final_clocks.png
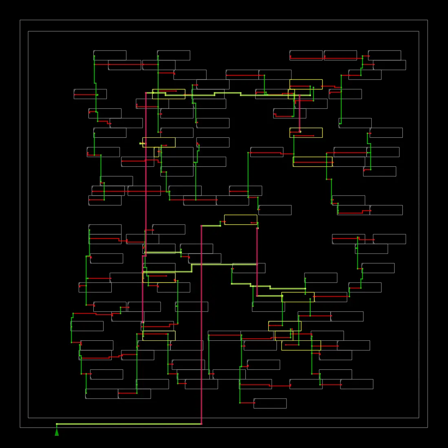
registers.png
Drawn at 3 px/µm.
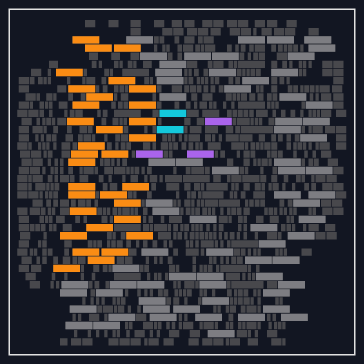
met3.png
Drawn at 4 px/µm.
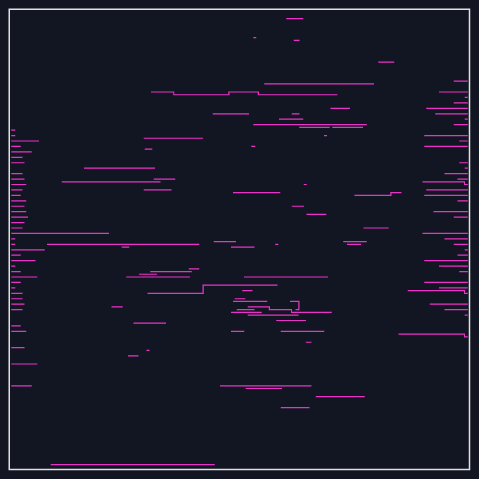
wire_density.png
Drawn at 3 px/µm. The die is cut into 23 by 23 equal tiles; black is low, pale yellow is high, scaled to the fullest tile. Values are wire area over tile area, all layers added.
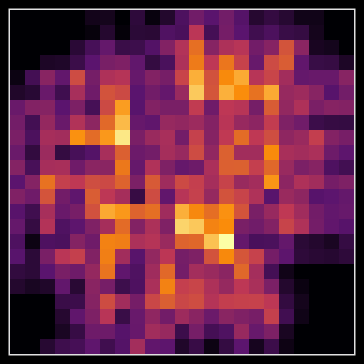
drive_strength.png
Drawn at 4 px/µm.
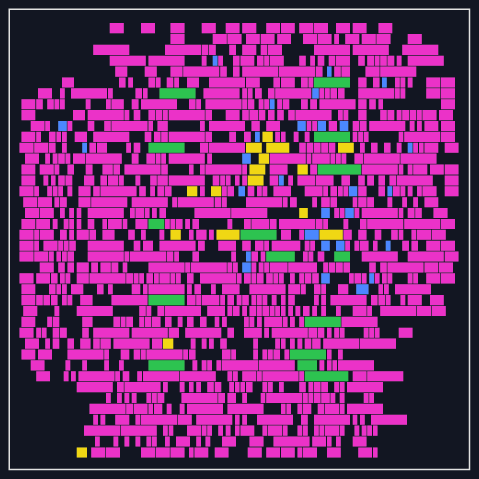
<file path="src/rtl/loop_over_all_nibbles.sv">
// Nibble-serial 32-bit ALU: ADD/SUB/AND/OR/XOR/COMP, one 4-bit slice per clock, LSB first.
// Optional macro ALU_EARLY_CARRY_STOP_EN enables early termination of ADD/SUB.
module loop_over_all_nibbles (
  input  logic        clk,
  input  logic        rst_n,
  input  logic        loop_perm_to_count,
  input  logic [4:0]  ctrl,
  input  logic [2:0]  loop_nibbles_number,
  input  logic        word2_is_signed_and_negative,
  input  logic [31:0] word1,
  input  logic [31:0] word2,
  input  logic [31:0] preinit_result,
  output logic [31:0] result,
  output logic        busy
);

  typedef enum logic [1:0] {IDLE, RUN, DONE} state_t;
  typedef enum logic [2:0] {OP_ADD, OP_SUB, OP_AND, OP_OR, OP_XOR, OP_COMP} op_t;

  state_t      state_q, state_nxt;
  op_t         op_q, op_dec;
  logic [31:0] w1_q, w2_q, w2_eff;
  logic        carry_q;
  logic [2:0]  idx_q;
  logic        nz_q;
  logic [3:0]  nib_a, nib_b, nib_res;
  logic [4:0]  sum5;
  logic        last, stop, start;
  logic        fill_bit;

`ifdef ALU_EARLY_CARRY_STOP_EN
  logic [2:0]  n_q;
  logic        fill_q;
`endif

  always_comb begin
    op_dec = OP_ADD;
    unique case (ctrl[2:0])
      3'd1:    op_dec = OP_SUB;
      3'd2:    op_dec = OP_AND;
      3'd3:    op_dec = OP_OR;
      3'd4:    op_dec = OP_XOR;
      3'd5:    op_dec = OP_COMP;
      default: op_dec = OP_ADD;
    endcase
  end

  // Nibbles above loop_nibbles_number take the fill value; SUB/COMP store word2 inverted.
  always_comb begin
    w2_eff = '0;
    for (int unsigned j = 0; j < 8; j++) begin
      if (j <= 32'(loop_nibbles_number))
        w2_eff[4*j +: 4] = word2[4*j +: 4];
      else
        w2_eff[4*j +: 4] = {4{word2_is_signed_and_negative}};
    end
    if (op_dec == OP_SUB || op_dec == OP_COMP)
      w2_eff = ~w2_eff;
  end

  assign fill_bit = word2_is_signed_and_negative ^ (op_dec == OP_SUB);
  assign start    = (state_q == IDLE) && loop_perm_to_count;

  always_comb begin
    nib_a   = w1_q[{idx_q, 2'b00} +: 4];
    nib_b   = w2_q[{idx_q, 2'b00} +: 4];
    sum5    = {1'b0, nib_a} + {1'b0, nib_b} + {4'b0, carry_q};
    nib_res = sum5[3:0];
    unique case (op_q)
      OP_AND:  nib_res = nib_a & nib_b;
      OP_OR:   nib_res = nib_a | nib_b;
      OP_XOR:  nib_res = nib_a ^ nib_b;
      default: nib_res = sum5[3:0];
    endcase
  end

  assign last = (idx_q == 3'd7);

`ifdef ALU_EARLY_CARRY_STOP_EN
  assign stop = last || ((op_q == OP_ADD || op_q == OP_SUB) &&
                         (idx_q >= n_q) && (sum5[4] == fill_q));
`else
  assign stop = last;
`endif

  always_comb begin
    state_nxt = state_q;
    busy      = 1'b0;
    unique case (state_q)
      IDLE: begin
        busy = loop_perm_to_count;
        if (loop_perm_to_count) state_nxt = RUN;
      end
      RUN: begin
        busy = 1'b1;
        if (stop) state_nxt = DONE;
      end
      DONE:    state_nxt = IDLE;
      default: state_nxt = IDLE;
    endcase
  end

  always_ff @(posedge clk or negedge rst_n) begin
    if (!rst_n) state_q <= IDLE;
    else        state_q <= state_nxt;
  end

  always_ff @(posedge clk or negedge rst_n) begin
    if (!rst_n) begin
      result  <= '0;
      carry_q <= 1'b0;
      idx_q   <= '0;
      nz_q    <= 1'b0;
      op_q    <= OP_ADD;
      w1_q    <= '0;
      w2_q    <= '0;
`ifdef ALU_EARLY_CARRY_STOP_EN
      n_q     <= '0;
      fill_q  <= 1'b0;
`endif
    end else if (start) begin
      op_q    <= op_dec;
      w1_q    <= word1;
      w2_q    <= w2_eff;
      result  <= preinit_result;
      idx_q   <= '0;
      nz_q    <= 1'b0;
      carry_q <= (op_dec == OP_SUB || op_dec == OP_COMP);
`ifdef ALU_EARLY_CARRY_STOP_EN
      n_q     <= loop_nibbles_number;
      fill_q  <= fill_bit;
`endif
    end else if (state_q == RUN) begin
      idx_q   <= idx_q + 3'd1;
      carry_q <= sum5[4];
      if (op_q == OP_COMP) begin
        nz_q <= nz_q | (sum5[3:0] != 4'h0);
        // Final nibble: flags replace the whole result (eq, ltu = no final carry).
        if (last)
          result <= {30'b0, ~(nz_q | (sum5[3:0] != 4'h0)), ~sum5[4]};
      end else begin
        result[{idx_q, 2'b00} +: 4] <= nib_res;
      end
    end
  end

`ifndef ALU_EARLY_CARRY_STOP_EN
  logic unused_fill;
  assign unused_fill = fill_bit;
`endif

endmodule

</file>
<file path="config.mk">
export PLATFORM = sky130hd
export DESIGN_NAME = loop_over_all_nibbles
export DESIGN_NICKNAME = d
export VERILOG_FILES = /design/src/rtl/loop_over_all_nibbles.sv
export SDC_FILE = /design/constraint.sdc
export NUM_CORES = 1
export LEC_CHECK = 0
export ABC_AREA = 1
export CAP_MARGIN = 30
export CORE_MARGIN = 2
export CORE_UTILIZATION = 50
export DETAILED_ROUTE_END_ITERATION = 10
export PLACE_DENSITY = 0.81
export SYNTH_ARGS = -nofsm -noshare
export SYNTH_HDL_FRONTEND = slang
export SYNTH_SLANG_ARGS = --single-unit
</file>
<file path="constraint.sdc">
create_clock -name clk -period 6.55 [get_ports clk]
set_clock_uncertainty 0.05 [all_clocks]
set_input_delay 1.31 -clock clk [delete_from_list [all_inputs] [get_ports clk]]
set_output_delay 1.31 -clock clk [all_outputs]
set_load 0.05 [all_outputs]
</file>
==> changes_impl.md <==
### Changed

- Min cycle time layout: 4.32 ns
- RR Startpoint: idx_q[0]
- Synth cell types: 38
- Worst VDD drop: 217 µV
- FP Util: 51.2%
- I/O pin count: between 100 and 150
- AO/OA Area Share: 17.6%
- Sequential area share after synthesis: 43.3%
- Highest Signal Layer: met4
- Ys cells: 820
- Placed instance area: 0.00760 mm²
- Reg2Reg Depth: 15
- Required time of the worst setup path: 5.19 ns
- Max frequency: 231 MHz
- MaxCap Viol Count: 0
- Drt initial violations: approximately 430
- Final Hold Viols: 0
- Outcome: finished clean
- Synth Register Bits: between 100 and 150
- P_comb: around 2700 µW
- Hold crit path type: reg -> reg
- Critical Path Start: loop_perm_to_count
- DRT met1 WL: 6850 µm
- Initial antenna violation count: 0
- Largest logic family: simple AND/OR/NAND/NOR gates
- Post-CTS Resized: 0
- Yosys top cell by area: dfrtp_1
- Dpl ws: 2.23 ns
- Non-filler cells, final: 1091
- Chip area estimate from yosys synthesis: 0.00613 mm²
Back to the opening pictures, final_clocks.png:
Latency at later pin: 0.35 ns
Flops: 106
total of clock buffers placed in the layout: 11
Clock Power: 570 µW

Back to the opening pictures, registers.png:
orange -> `w2_q`  # sequential cells 32
cyan -> `state_q`  # sequential cells 2
purple -> `idx_q`  # sequential cells 3
not colored = 69

Back to the opening pictures, met3.png:
main direction = horizontal
wire length on this layer = 949 µm
longest straight run = 40.7 µm
share of all routed wire = 6.2%
nets with wire on the layer = 114

Back to the opening pictures, wire_density.png:
nearly empty tiles = 11%
mean over tiles = 0.19
tiles over half the peak = 21%
emptiest ninth of the die = lower right
fullest tile = 0.57
densest ninth of the die = center

Back to the opening pictures, drive_strength.png:
magenta -> drive 1 or less  # cells 885, share 94%, most used nand2_1
yellow -> drive 3 to 4  # cells 16, share 1.7%, most used buf_4
blue -> drive 2  # cells 28, share 3.0%, most used inv_2
green -> drive 6 and up  # cells 15, share 1.6%, most used clkbuf_16

[cell type report]
| class | count | area (µm²) | area share (%) |
|---|---|---|---|
| Sequential cell | 106 | 2650 | 33.5 |
| Timing Repair Buffer | 146 | 1440 | 18.2 |
| Clock buffer | 11 | 243 | 3.07 |
| Multi-Input combinational cell | 602 | 3030 | 38.3 |
| Inverter | 76 | 297 | 3.75 |
| Tap cell | 147 | 184 | 2.33 |
| Clock inverter | 3 | 65.1 | 0.823 |
[worst max-delay path: cells and delay by family]
kind / cells / cell delay (ns)
simple gates: 2 / 0.12
buf+inv: 4 / 1.53
[Yosys cell counts]
library cell	number
nand2_1	203
dfrtp_1	106
o21ai_0	99
nor2_1	96
inv_1	60
a21oi_1	57
nand3_1	35
clkbuf_1	17
nand4_1	17
o22ai_1	15
ha_1	14
a22oi_1	13
buf_2	13
inv_2	12
xor2_1	9
xnor2_1	8
nand2_2	7
buf_1	6
nor2_2	4
nand2_4	3
nor3_1	3
o21ai_1	3
a21oi_4	2
fa_1	2
o221ai_1	2
o31ai_1	2
a21o_1	1
clkinv_1	1
clkinv_2	1
inv_4	1
inv_8	1
nand2_8	1
nand3_2	1
nor2_4	1
nor3_4	1
o211ai_1	1
o21ai_2	1
or2_2	1
[cell usage in the layout (no fill, tap or decap), drive strengths merged]
cell and n:
a21o 1, a21oi 59, a22oi 13, buf 9
bufinv 2, clkbuf 11, clkdlybuf4s50 137, clkinv 3
dfrtp 106, fa 2, ha 14, inv 74
nand2 214, nand3 36, nand4 17, nor2 101
nor3 4, o211ai 1, o21ai 103, o221ai 2
o22ai 15, o31ai 2, or2 1, xnor2 8
xor2 9
[state kept, by name, indices dropped and copies added, names as in the netlist]
name / cells
w1_q: 32
w2_q: 32
state_q: 2
nz_q: 1
idx_q: 3
result: 32
carry_q: 1
op_q: 3
Power figures rest on the tool's default switching activity, not on a simulated workload.
